--- src/rtl/ram_dp_dist_param.sv ---
// -----------------------------------------------------------------------------
// ram_dp_dist_param
//
// Parametrised dual-port distributed RAM, 2**ADDR_W words x WIDTH bits.
// One synchronous write port (A/D/WE) and two asynchronous read ports:
// SPO reads mem[A], DPO reads mem[DPRA].
//
// After reset a clear sequencer walks every address and writes INIT_WORD,
// holding BUSY high until the last word is written. User writes are ignored
// and both read ports return zero while BUSY is high. A write whose address
// matches DPRA raises COLL for one cycle.
//
// Parameters
//   WIDTH      data width in bits (>=1)
//   ADDR_W     address width, DEPTH = 2**ADDR_W (1..10)
//   INIT_WORD  value loaded into every word by the clear sequencer
//   WCLK_INV   0: state updates on rising WCLK, 1: on falling WCLK
//
// Ports
//   WCLK   in   1       write / sequencer clock
//   RST_N  in   1       asynchronous active-low reset
//   WE     in   1       write enable (ignored while clearing)
//   A      in   ADDR_W  write address and SPO read address
//   D      in   WIDTH   write data
//   DPRA   in   ADDR_W  DPO read address
//   SPO    out  WIDTH   mem[A]   (0 while BUSY)
//   DPO    out  WIDTH   mem[DPRA](0 while BUSY)
//   BUSY   out  1       clear sequencer running
//   COLL   out  1       one-cycle pulse after a write with A == DPRA
//
// Build option
//   RAM_DP_OREG_EN  when defined, SPO/DPO are registered (one cycle read
//                   latency) and COLL is delayed one extra cycle so it stays
//                   aligned with the registered DPO.
// -----------------------------------------------------------------------------
module ram_dp_dist_param #(
  parameter int unsigned       WIDTH     = 8,
  parameter int unsigned       ADDR_W    = 5,
  parameter logic [WIDTH-1:0]  INIT_WORD = {WIDTH{1'b0}},
  parameter int unsigned       WCLK_INV  = 0
) (
  input  logic              WCLK,
  input  logic              RST_N,
  input  logic              WE,
  input  logic [ADDR_W-1:0] A,
  input  logic [WIDTH-1:0]  D,
  input  logic [ADDR_W-1:0] DPRA,
  output logic [WIDTH-1:0]  SPO,
  output logic [WIDTH-1:0]  DPO,
  output logic              BUSY,
  output logic              COLL
);

  localparam int unsigned DEPTH = 1 << ADDR_W;

  typedef enum logic {
    ST_CLEAR = 1'b0,
    ST_READY = 1'b1
  } state_e;

  // ---------------------------------------------------------------------------
  // Active clock: every flop and the array use clk_act, so WCLK_INV moves the
  // whole block onto the falling edge of WCLK in one place.
  // ---------------------------------------------------------------------------
  logic clk_act;

  generate
    if (WCLK_INV != 0) begin : g_clk_neg
      assign clk_act = ~WCLK;
    end else begin : g_clk_pos
      assign clk_act = WCLK;
    end
  endgenerate

  // ---------------------------------------------------------------------------
  // Control state
  // ---------------------------------------------------------------------------
  state_e            state_q, state_d;
  logic [ADDR_W-1:0] ptr_q,   ptr_d;
  logic              coll_q,  coll_d;

  // Array write port, shared by the clear sequencer and the user port
  logic              mem_we;
  logic [ADDR_W-1:0] mem_waddr;
  logic [WIDTH-1:0]  mem_wdata;

  logic              busy;

  // NOTE: every signal assigned in always_comb gets a default first, so no
  // path leaves a value unassigned and no latch is inferred.
  always_comb begin
    state_d   = state_q;
    ptr_d     = ptr_q;
    coll_d    = 1'b0;
    mem_we    = 1'b0;
    mem_waddr = A;
    mem_wdata = D;

    case (state_q)
      ST_CLEAR: begin
        // Sequencer owns the write port; WE is ignored.
        mem_we    = 1'b1;
        mem_waddr = ptr_q;
        mem_wdata = INIT_WORD;
        if (ptr_q == {ADDR_W{1'b1}}) begin
          // Last word written: ptr holds here, it never wraps in READY.
          state_d = ST_READY;
        end else begin
          ptr_d = ptr_q + ADDR_W'(1);
        end
      end

      ST_READY: begin
        // An unknown WE falls to the else path in simulation, so an X/Z
        // enable is treated as no write and raises no collision.
        if (WE) begin
          mem_we = 1'b1;
          coll_d = (A == DPRA);
        end
      end

      default: begin
        state_d = ST_CLEAR;
      end
    endcase
  end

  // NOTE: sequential state uses non-blocking assignments so every flop sees
  // the pre-edge values of the others, independent of process ordering.
  always_ff @(posedge clk_act or negedge RST_N) begin
    if (!RST_N) begin
      state_q <= ST_CLEAR;
      ptr_q   <= '0;
      coll_q  <= 1'b0;
    end else begin
      state_q <= state_d;
      ptr_q   <= ptr_d;
      coll_q  <= coll_d;
    end
  end

  assign busy = (state_q == ST_CLEAR);
  assign BUSY = busy;

  // ---------------------------------------------------------------------------
  // Storage array
  // ---------------------------------------------------------------------------
  logic [WIDTH-1:0] mem_q [DEPTH];

  // NOTE: the array has no reset branch; a reset on a memory would stop it
  // mapping onto distributed RAM. The clear sequencer initialises it instead.
  always_ff @(posedge clk_act) begin
    if (mem_we) begin
      mem_q[mem_waddr] <= mem_wdata;
    end
  end

  // Asynchronous read of both ports; a write is visible right after its edge.
  logic [WIDTH-1:0] spo_raw;
  logic [WIDTH-1:0] dpo_raw;

  assign spo_raw = mem_q[A];
  assign dpo_raw = mem_q[DPRA];

  // ---------------------------------------------------------------------------
  // Output stage
  // ---------------------------------------------------------------------------
`ifdef RAM_DP_OREG_EN
  logic [WIDTH-1:0] spo_q, spo_d;
  logic [WIDTH-1:0] dpo_q, dpo_d;
  logic             coll_dly_q, coll_dly_d;

  always_comb begin
    spo_d      = busy ? '0 : spo_raw;
    dpo_d      = busy ? '0 : dpo_raw;
    // The registered DPO shows a write one edge later than the array does,
    // so COLL is pushed back by the same amount.
    coll_dly_d = coll_q;
  end

  always_ff @(posedge clk_act or negedge RST_N) begin
    if (!RST_N) begin
      spo_q      <= '0;
      dpo_q      <= '0;
      coll_dly_q <= 1'b0;
    end else begin
      spo_q      <= spo_d;
      dpo_q      <= dpo_d;
      coll_dly_q <= coll_dly_d;
    end
  end

  assign SPO  = spo_q;
  assign DPO  = dpo_q;
  assign COLL = coll_dly_q;
`else
  assign SPO  = busy ? '0 : spo_raw;
  assign DPO  = busy ? '0 : dpo_raw;
  assign COLL = coll_q;
`endif

endmodule

--- config.mk ---
export PLATFORM = sky130hd
export DESIGN_NAME = ram_dp_dist_param
export DESIGN_NICKNAME = d
export VERILOG_FILES = /design/src/rtl/ram_dp_dist_param.sv
export SDC_FILE = /design/constraint.sdc
export NUM_CORES = 1
export LEC_CHECK = 0
export CAP_MARGIN = 20
export CORE_ASPECT_RATIO = 0.5
export CORE_MARGIN = 2
export CORE_UTILIZATION = 56
export CTS_CLUSTER_SIZE = 28
export DETAILED_ROUTE_END_ITERATION = 6
export HOLD_SLACK_MARGIN = 0.05
export PLACE_DENSITY = 0.86
export SLEW_MARGIN = 0
export SYNTH_ARGS = -nofsm -noshare
export SYNTH_HDL_FRONTEND = slang
export SYNTH_SLANG_ARGS = --single-unit
--- constraint.sdc ---
create_clock -name WCLK -period 2.39 [get_ports WCLK]
set_clock_uncertainty 0.1 [all_clocks]
set_input_delay 0.478 -clock WCLK [delete_from_list [all_inputs] [get_ports WCLK]]
set_output_delay 0.478 -clock WCLK [all_outputs]
set_load 0.02 [all_outputs]
### Nets reached from selected ports, run 1

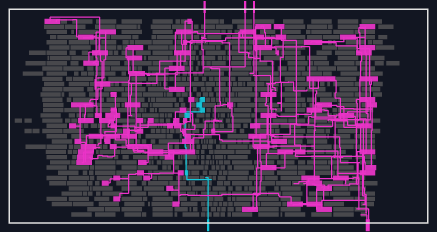
Key: cyan = WE [bits 1, direction input, edge south, end cells 5, buffers 1, wire 91.7 um]; magenta = DPRA [bits 5, direction input, edge 3 north, 2 south, end cells 108, buffers 37, wire 3,550 um]

### The clock network, run 1

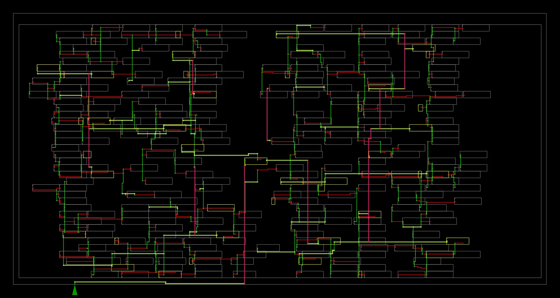
FFs & Latches: 263
insertion delay of the later-clocked pin in the worst-skew pair: 530 ps
number of clock buffers inserted by TritonCTS: 24
reported clock group power: 0.00386 W

### Sequential cells colored by netlist name, run 1

The bar under the picture is 50 um long. Other sequential cells in the stronger gray, the rest of the logic in the fainter gray.
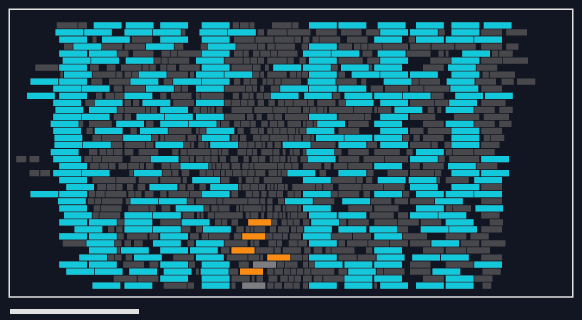
Key: orange = ptr_q [placed flops 5, where south]; cyan = mem_q [placed flops 256, where spread over the die]
Final Core Density: 0.7372
sequential power: 0.00507 W
area occupied by registers: 7863 sq um
fraction of area in registers: 0.4845

==> CHANGELOG.md, run 1 <==
### Changed

* Yosys warning tally at 0
* Number of inserted filler cells in the final layout at around 1,100
* Wire length per cell at approximately 34 um
* Antenna Cells at 0
* Number of max-slew violations in the final report at 0
* Detail Route met2 WL at 18,610 um
* Number of hold-repair buffers added at the cts stage at 0
* Layout clock area frac at 0.04726
* Antenna violations before repair at 0
* Max-cap violations at 0
* Wire length of the first global-routing pass at slightly below 60,000 um
* Min Tclk post-route at between 2000 and 3000 ps
* Placed inst area at 14,900 sq um
* Summed negative setup slack over all endpoints at -7547 ps
* Post-route cell area at approximately 16,000 sq um
* Number of combinational gates with multiple inputs at roughly 380
* Combined area of the multi-input logic cells at between 5000 and 6000 sq um
* R2R Path End: mem_q[5][3]$_DFFE_PP_
* Slowest-stage cell, CP: sky130_fd_sc_hd__mux4_2
* Least-Margin Pin Slew at 719.9 ps
* Power Dens Cells at ~630 nW/um^2
* Cells in synth_stat.txt at ~700
* Total Power Consumption at 0.01025 W
* Largest incremental delay on the critical path at around 550 ps
* Yosys reg bits at 263
* Power group with the largest share: sequential cells
* Number of warning messages in the logs at 29
* Crit Path Class: reg -> out
* Share of the clock period used by the worst path after layout at 1.242
* Worst min-delay path category: in -> async
* Routed length on met3 at 6140 um
* Commonest cells after routing, fill and taps aside: sky130_fd_sc_hd__edfxtp_1, sky130_fd_sc_hd__buf_4, sky130_fd_sc_hd__mux4_2
* Portion of synthesized cell area occupied by the leading cell type at 0.6029
* Global routing met1 resource utilization at 0.4671
* Count of buffering cells on the critical path with inverters included at 1
* Leakage component of the power at 5.578 nW
* Clk Tree Root Cell: sky130_fd_sc_hd__clkbuf_16
* Hpwl dp at roughly 26,000 um
* Dominant non-sequential cell family after synthesis: multiplexers
* Worst setup path startpoint: mem_q[4][6]$_DFFE_PP_
* Initial DRC Count at 1,574
* Power share of the sequential group at 0.495
* Pre-placement core utilization at 0.5792
* Placeable Area at roughly 22,000 sq um
* Post-synth tally of flip-flops with integrated enable at 256
* Peak VDD IR at roughly 0.6 mV
* Dominant logic cell type in the layout: sky130_fd_sc_hd__edfxtp_1
* Post-route worst setup slack at -578.1 ps
* Violations in the final reports: negative setup slack
* Run status: complete, but fails checks
* Register bank with the most flops: mem_q
* Placement-stage worst setup slack at -1091 ps
* Synthesized netlist net count at just over 700
* Routed Antenna Nets at 0
* Post-route non-filler standard cell count at between 1,000 and 1,500
* Reg2Reg Launch Point: state_q$_DFF_PN0_
* Biggest cell category by area in the final layout: sequential cells
* Final Hold Fails at 0
* Adder-cell share of the synthesized area at 0.001963
* Routing usage on met2 at 0.5480
* Registers with the most flip-flops: mem_q: 256 flops, ptr_q: 5 flops
* Comb pwr at roughly 0.0013 W
* Setup violations, final at 16
* Sw Ratio at 0.2387
* Most numerous cell in the Yosys netlist: sky130_fd_sc_hd__edfxtp_1
* Via density at 7.301
* Max Fanout on Critical Path at 2
* Clock power share at 0.376
* Vias in the first global route at ~8,700
* Count of buffers not belonging to the clock network in the layout at 227
* Endpoint class of the critical path: primary output
* Maximum root-to-sink buffer count at 3
* Detailed-route wire length at about 40,000 um
### Signal wires by layer, run 1

The bar under the picture is 50 um long.
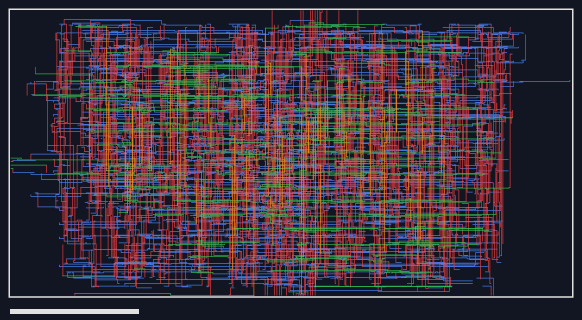

==> run 2: changes to the inputs <==
--- a/config.mk
+++ b/config.mk
@@ -13,6 +13,7 @@
 export DETAILED_ROUTE_END_ITERATION = 6
 export HOLD_SLACK_MARGIN = 0.05
 export PLACE_DENSITY = 0.86
+export SETUP_SLACK_MARGIN = 0.15
 export SLEW_MARGIN = 0
 export SYNTH_ARGS = -nofsm -noshare
 export SYNTH_HDL_FRONTEND = slang
### Signal wires by layer, run 2

The bar under the picture is 50 um long.
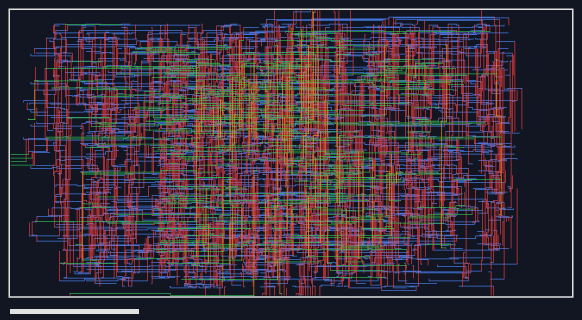
Key: red = metal 2 [wire length 18,000 um]; green = metal 3 [wire length 5,410 um]; orange = metal 4 [wire length 2,050 um]; blue = metal 1 [wire length 13,700 um]
aggregate global-route resource usage: 0.3246
wire length per cell: 33.73 um
total via count in the routed design: 8,456

==> CHANGELOG.md, run 2 <==
### Changed

* Most numerous cell in the Yosys netlist: sky130_fd_sc_hd__edfxtp_1
* Largest incremental delay on the critical path at 530 ps (-20 ps)
* Maximum root-to-sink buffer count at 3 (unchanged)
* Detail Route met2 WL at 17,990 um (-3.4%)
* Number of hold-repair buffers added at the cts stage at 0 (unchanged)
* Global routing met1 resource utilization at 0.4446 (-0.02254)
* Top layer used by detailed routing: met4
* Area occupied by registers at 7864 sq um (about the same)
* Count of buffering cells on the critical path with inverters included at 1 (unchanged)
* Worst setup path startpoint: mem_q[11][3]$_DFFE_PP_
* Number of max-slew violations in the final report at 0 (unchanged)
* Adder-cell share of the synthesized area at 0.001963 (unchanged)
* Number of warning messages in the logs at 29 (unchanged)
* Placed inst area at 15,070 sq um (+1.2%)
* Fraction of area in registers at 0.4850 (+0.0005253)
* Vias in the first global route at 8,480 (-2.6%)
* Max Fanout on Critical Path at 2 (unchanged)
* Setup violations, final at 16 (unchanged)
* Leakage component of the power at 5.385 nW (-3.5%)
* Post-route worst setup slack at -515.8 ps (+62.36 ps)
* Yosys reg bits at 263 (unchanged)
* Clk Tree Root Cell: sky130_fd_sc_hd__clkbuf_16
* Worst slew margin at 0.4560
* Combined area of the multi-input logic cells at 5246 sq um (+3.0%)
* Initial DRC Count at 1,350 (-14%)
* Busiest grt layer: met2
* Detailed-route wire length at 39,160 um (-4.5%)
* Tapcell count at approximately 300
* Number of flip-flops under the largest register name at 256
* Wire length of the first global-routing pass at 56,680 um (-4.7%)
* R2R Path End: mem_q[14][7]$_DFFE_PP_
* Pre-placement core utilization at 0.5792 (unchanged)
* Post-route cell area at 16,210 sq um (about the same)
* Share of the clock period used by the worst path after layout at 1.216 (-0.02609)
* Min Tclk post-route at 2906 ps (-62.36 ps)
* Final Hold Fails at 0 (unchanged)
* Insertion delay of the later-clocked pin in the worst-skew pair at 530 ps (about the same)
* Biggest cell category by area in the final layout: sequential cells
* Antenna violations before repair at 1 (+1)
* Clock power share at 0.382 (+0.006)
* Antenna Cells at 1 (+1)
* Via density at 7.283 (-0.24%)
* Registers with the most flip-flops: mem_q: 256 flops, ptr_q: 5 flops
* Worst min-delay path category: in -> async
* Reg2Reg Launch Point: state_q$_DFF_PN0_
* Post-route non-filler standard cell count at 1,161 (-4.4%)
* Sequential power at 0.00507 W (about the same)
* Run status: complete, but fails checks
* Dominant non-sequential cell family after synthesis: multiplexers
* Register bank with the most flops: mem_q
* Power Dens Cells at 637.7 nW/um^2 (+0.96%)
* Post-CTS Resized at between 100 and 150
* Slowest-stage cell, CP: sky130_fd_sc_hd__mux4_2
* Synthesized netlist net count at 723 (unchanged)
* Number of clock buffers inserted by TritonCTS at 24 (unchanged)
* Int Pwr at 0.007899 W
* Violations in the final reports: negative setup slack
* Worst hold slack at ~110 ps
* Cells in synth_stat.txt at 700 (unchanged)
* Sw Ratio at 0.2361 (-0.002644)
* Comb pwr at 0.00132 W (about the same)
* Max-cap violations at 0 (unchanged)
* Placement-stage worst setup slack at -989.1 ps (+101.6 ps)
* Number of inserted filler cells in the final layout at 1,133 (+0.89%)
* Yosys warning tally at 0 (unchanged)
* Count of buffers not belonging to the clock network in the layout at 172 (-24%)
* Family of cells with the greatest summed delay on the critical path: multiplexers
* Summed negative setup slack over all endpoints at -6943 ps (+603.7 ps)
* FFs & Latches at 263 (unchanged)
* Final Core Density at 0.7366 (about the same)
* Power share of the sequential group at 0.490 (-0.005)
* Hpwl dp at 25,030 um (-2.3%)
* Power group with the largest share: sequential cells
* Cell type with the highest aggregate area in the netlist: sky130_fd_sc_hd__edfxtp_1
* Crit Path Class: reg -> out
* Commonest cells after routing, fill and taps aside: sky130_fd_sc_hd__edfxtp_1, sky130_fd_sc_hd__buf_4, sky130_fd_sc_hd__mux4_2
* Endpoint class of the critical path: primary output
* Placeable Area at 22,010 sq um (unchanged)
* Met3 usage at 0.07709
* Least-Margin Pin Slew at 816.0 ps (+96.11 ps)
* CTS tree: yes
* Post-synth tally of flip-flops with integrated enable at 256 (unchanged)
* Routed length on met3 at 5406 um (-12%)
* Layout clock area frac at 0.04892 (+0.001664)
* Total Power Consumption at 0.01034 W (+0.87%)
### Cell sizes after repair, run 2

The bar under the picture is 50 um long.
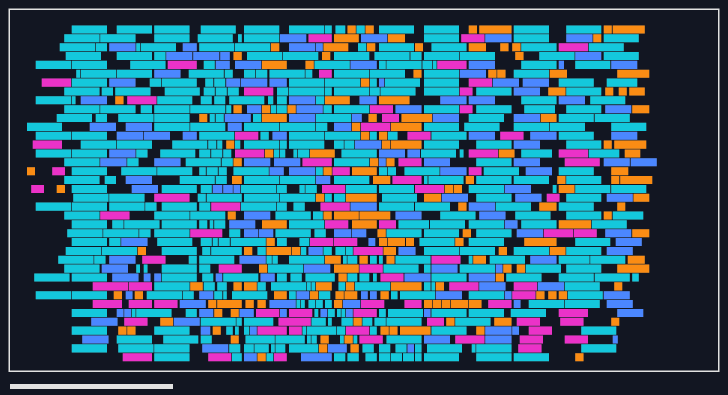
Key: cyan = _0 and _1 cells [cells 459, share 53%, most used edfxtp_1]; magenta = _6 and larger [cells 82, share 9.5%, most used buf_12]; orange = _3 and _4 cells [cells 165, share 19%, most used buf_4]; blue = _2 cells [cells 154, share 18%, most used mux4_2]

==> run 3: changes to the inputs <==
--- a/config.mk
+++ b/config.mk
@@ -14,7 +14,6 @@
 export HOLD_SLACK_MARGIN = 0.05
 export PLACE_DENSITY = 0.86
 export SETUP_SLACK_MARGIN = 0.15
-export SLEW_MARGIN = 0
 export SYNTH_ARGS = -nofsm -noshare
 export SYNTH_HDL_FRONTEND = slang
 export SYNTH_SLANG_ARGS = --single-unit
### Sequential cells colored by netlist name, run 3

The bar under the picture is 50 um long. Other sequential cells in the stronger gray, the rest of the logic in the fainter gray.
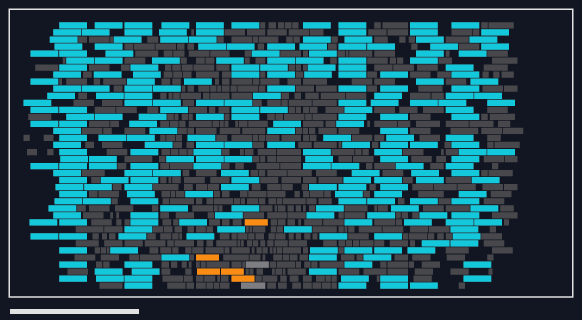
Key: cyan = mem_q [placed flops 256, where spread over the die]; orange = ptr_q [placed flops 5, where south]
Another 2 sequential cells are not colored.

### Signal wires by layer, run 3

The bar under the picture is 50 um long.
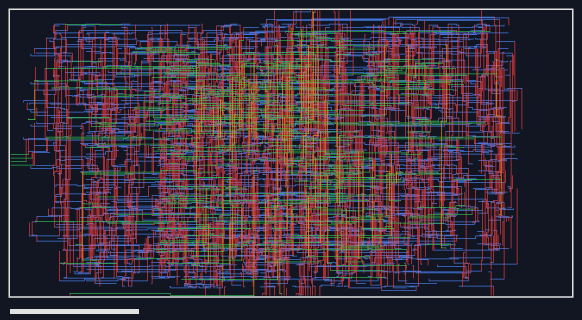
Key: green = metal 3 [wire length 5,410 um]; blue = metal 1 [wire length 13,700 um]; red = metal 2 [wire length 18,000 um]; orange = metal 4 [wire length 2,050 um]

==> CHANGELOG.md, run 3 <==
### Changed

* Post-synthesis async set-or-reset flop share at 0.02662
* Number of max-slew violations in the final report at 0 (unchanged)
* Highest Clock Rate at about 0.34 GHz
* Remaining design rule violation count at 0
* Min Tclk post-route at 2906 ps (unchanged)
* Top area cells in the synthesized netlist: sky130_fd_sc_hd__edfxtp_1, sky130_fd_sc_hd__mux4_2, sky130_fd_sc_hd__mux4_1, sky130_fd_sc_hd__mux2i_1, sky130_fd_sc_hd__mux2_2
* Most numerous cell types in the synthesized netlist: sky130_fd_sc_hd__edfxtp_1, sky130_fd_sc_hd__mux4_2, sky130_fd_sc_hd__mux2i_1
* Global routing met1 resource utilization at 0.4446 (unchanged)
* Startpoint type of the worst setup path: flop
* Multiplexer fraction of the synthesized cell area at 0.2504
* Adder-cell share of the synthesized area at 0.001963 (unchanged)
* Share of the synthesized netlist area taken by xor and xnor gates at 0.005496
* Share of the clock period used by the worst path after layout at 1.216 (unchanged)
* Non-clock buffer share of cell area at 0.1183
* Post-CTS Resized at 140 (unchanged)
* Wire length of the first global-routing pass at 56,680 um (unchanged)
* Buffers inserted during post-CTS setup optimization at 8
* Commonest cells after routing, fill and taps aside: sky130_fd_sc_hd__edfxtp_1, sky130_fd_sc_hd__buf_4, sky130_fd_sc_hd__mux4_2
* Inverters excl. clock at 4
* Combined area of the multi-input logic cells at 5246 sq um (unchanged)
* Predominant post-synthesis flop cell: sky130_fd_sc_hd__edfxtp_1
* Arrival time reported for the critical path endpoint at 2330 ps
* GRT Residual Overflow at 0
* Area overhead of the layout relative to synthesis at 27.17%
* Sequential power at 0.00507 W (about the same)
* CTS sink count at 263
* Detailed-route wire length at 39,160 um (unchanged)
* Top layer used by detailed routing: met4
* Antenna violations before repair at 1 (unchanged)
* Via density at 7.283 (unchanged)
* Number of flip-flops under the largest register name at 256 (unchanged)
* Vias in the first global route at 8,480 (unchanged)
* Final Hold Fails at 0 (unchanged)
* Termination of the worst setup path: DPO[3]
* Tapcell count at 300 (unchanged)
* Worst slew margin at 0.4560 (unchanged)
* Multi-input combinational area share at 0.3236
* Number of inserted filler cells in the final layout at 1,133 (unchanged)
* Number of cell rows at 38
* Aggregate global-route resource usage at 0.3246 (unchanged)
* Pre-placement core utilization at 0.5792 (unchanged)
* Setup violations, final at 16 (unchanged)
* Leakage component of the power at 5.385 nW (unchanged)
* Clk Tree Root Cell: sky130_fd_sc_hd__clkbuf_16
* Number of buffers inserted by port buffering at 38
* Fraction of area in registers at 0.4850 (unchanged)
* Portion of synthesized cell area occupied by the leading cell type at 0.6029
* Registers with the most flip-flops: mem_q: 256 flops, ptr_q: 5 flops
* Proportion of synthesized chip area in sequential cells at 0.6167
* Layout clock area frac at 0.04892 (unchanged)
* Met3 usage at 0.07709 (unchanged)
* Compound-cell area share of the yosys netlist at 0.06016
* Peak VDD IR at between 0.6 and 0.7 mV
* Number of cells on the worst reg-to-reg path at 6
* Reported clock group power at between 0.003 and 0.004 W
* Power group with the largest share: sequential cells
* Worst hold slack at 106.0 ps (unchanged)
* Count of buffering cells on the critical path with inverters included at 1 (unchanged)
* Hpwl dp at 25,030 um (unchanged)
* Post-synth tally of flip-flops with integrated enable at 256 (unchanged)
* Max-cap violations at 0 (unchanged)
* Data required time at the worst endpoint at around 1800 ps
* Die Span X at 217.4 um
* Endpoint class of the critical path: primary output
* Detail Route met2 WL at 17,990 um (unchanged)
* Least-Margin Pin Slew at 816.0 ps (unchanged)
* Maximum root-to-sink buffer count at 3 (unchanged)
* Die Span Y at ~110 um
* Family of cells with the greatest summed delay on the critical path: multiplexers
* Total Power Consumption at 0.01034 W (unchanged)
* Register bank with the most flops: mem_q
* Clock power share at 0.382 (about the same)
* Post-layout nets at 865
* Placed inst area at 15,070 sq um (unchanged)
* Worst setup path startpoint: mem_q[11][3]$_DFFE_PP_
* Top-level port count at 39
* Netlist Area Pre-Place at around 13,000 sq um
* Wire length on met1 at about 14,000 um
* Power Dens Cells at 637.7 nW/um^2 (unchanged)
* Insertion delay of the later-clocked pin in the worst-skew pair at 530 ps (about the same)
* Number of clock buffers inserted by TritonCTS at 24 (unchanged)
* R2R Path End: mem_q[14][7]$_DFFE_PP_
* Run status: complete, but fails checks
* Wire length per cell at 33.73 um (unchanged)
* Overall chip area at between 20,000 and 25,000 sq um
* Biggest cell category by area in the final layout: sequential cells
* Initial DRC Count at 1,350 (unchanged)
* Drt first pass iters at 5
* Final Core Density at 0.7366 (unchanged)
* Sw Ratio at 0.2361 (unchanged)
* Post-route worst setup slack at -515.8 ps (unchanged)
* Routed length on met3 at 5406 um (unchanged)
* Cells in synth_stat.txt at 700 (unchanged)
* Logic depth of the worst setup path including buffers at 5
* Critical path, cell by cell: mux4_2, mux2_4, o221ai_4, a31oi_4, buf_6
* Cell type with the highest aggregate area in the netlist: sky130_fd_sc_hd__edfxtp_1
* Library cells used by synthesis at 45
* Power share of the sequential group at 0.490 (about the same)
* Violations in the final reports: negative setup slack
* CTS tree: yes
* Count of buffers not belonging to the clock network in the layout at 172 (unchanged)
* Comb pwr at 0.00132 W (about the same)
* Reg2Reg Launch Point: state_q$_DFF_PN0_
* FFs & Latches at 263 (unchanged)
* Routing usage on met2 at 0.5203
* Number of warning messages in the logs at 29 (unchanged)
* Int Pwr at 0.007899 W (unchanged)
* Max Fanout on Critical Path at 2 (unchanged)
* Yosys reg bits at 263 (unchanged)
* Worst setup slack for register-to-register paths at between 200 and 250 ps
* Antenna Cells at 1 (unchanged)
* Placeable Area at 22,010 sq um (unchanged)
* Most numerous cell in the Yosys netlist: sky130_fd_sc_hd__edfxtp_1
* Yosys warning tally at 0 (unchanged)
* Synthesized netlist net count at 723 (unchanged)
* Mean Syn Cell Area at approximately 18 sq um
* Slowest-stage cell, CP: sky130_fd_sc_hd__mux4_2
* Number of hold-repair buffers added at the cts stage at 0 (unchanged)
* Post-route non-filler standard cell count at 1,161 (unchanged)
* Summed negative setup slack over all endpoints at -6943 ps (unchanged)
* Dominant non-sequential cell family after synthesis: multiplexers
* Number of combinational gates with multiple inputs at around 380
* Net Switching at roughly 0.0024 W
* Total via count in the routed design at 8,456 (unchanged)
* Crit Path Class: reg -> out
* Area occupied by registers at 7864 sq um (unchanged)
* Basic-gate share of the synthesized area counting and, or, nand and nor cells at 0.03543
* Dominant logic cell type in the layout: sky130_fd_sc_hd__edfxtp_1
* Fraction of layout instances using a drive strength above 1 at 0.4663
* RSZ-0062 raised after global routing: true
* Proportion of power drawn by combinational gates at 0.127
* Clock slew at reported path FFs at roughly 70 ps
* Pin count of the biggest net entering global routing at 33
* Placement-stage worst setup slack at -989.1 ps (unchanged)
* Busiest grt layer: met2
* Largest incremental delay on the critical path at 530 ps (about the same)
* Routed Antenna Nets at 0
* Gpl congestion at roughly 0.9
* Post-route cell area at 16,210 sq um (unchanged)
* Worst min-delay path category: in -> async
No activity file was given, so power comes from the tool's default toggle rates.
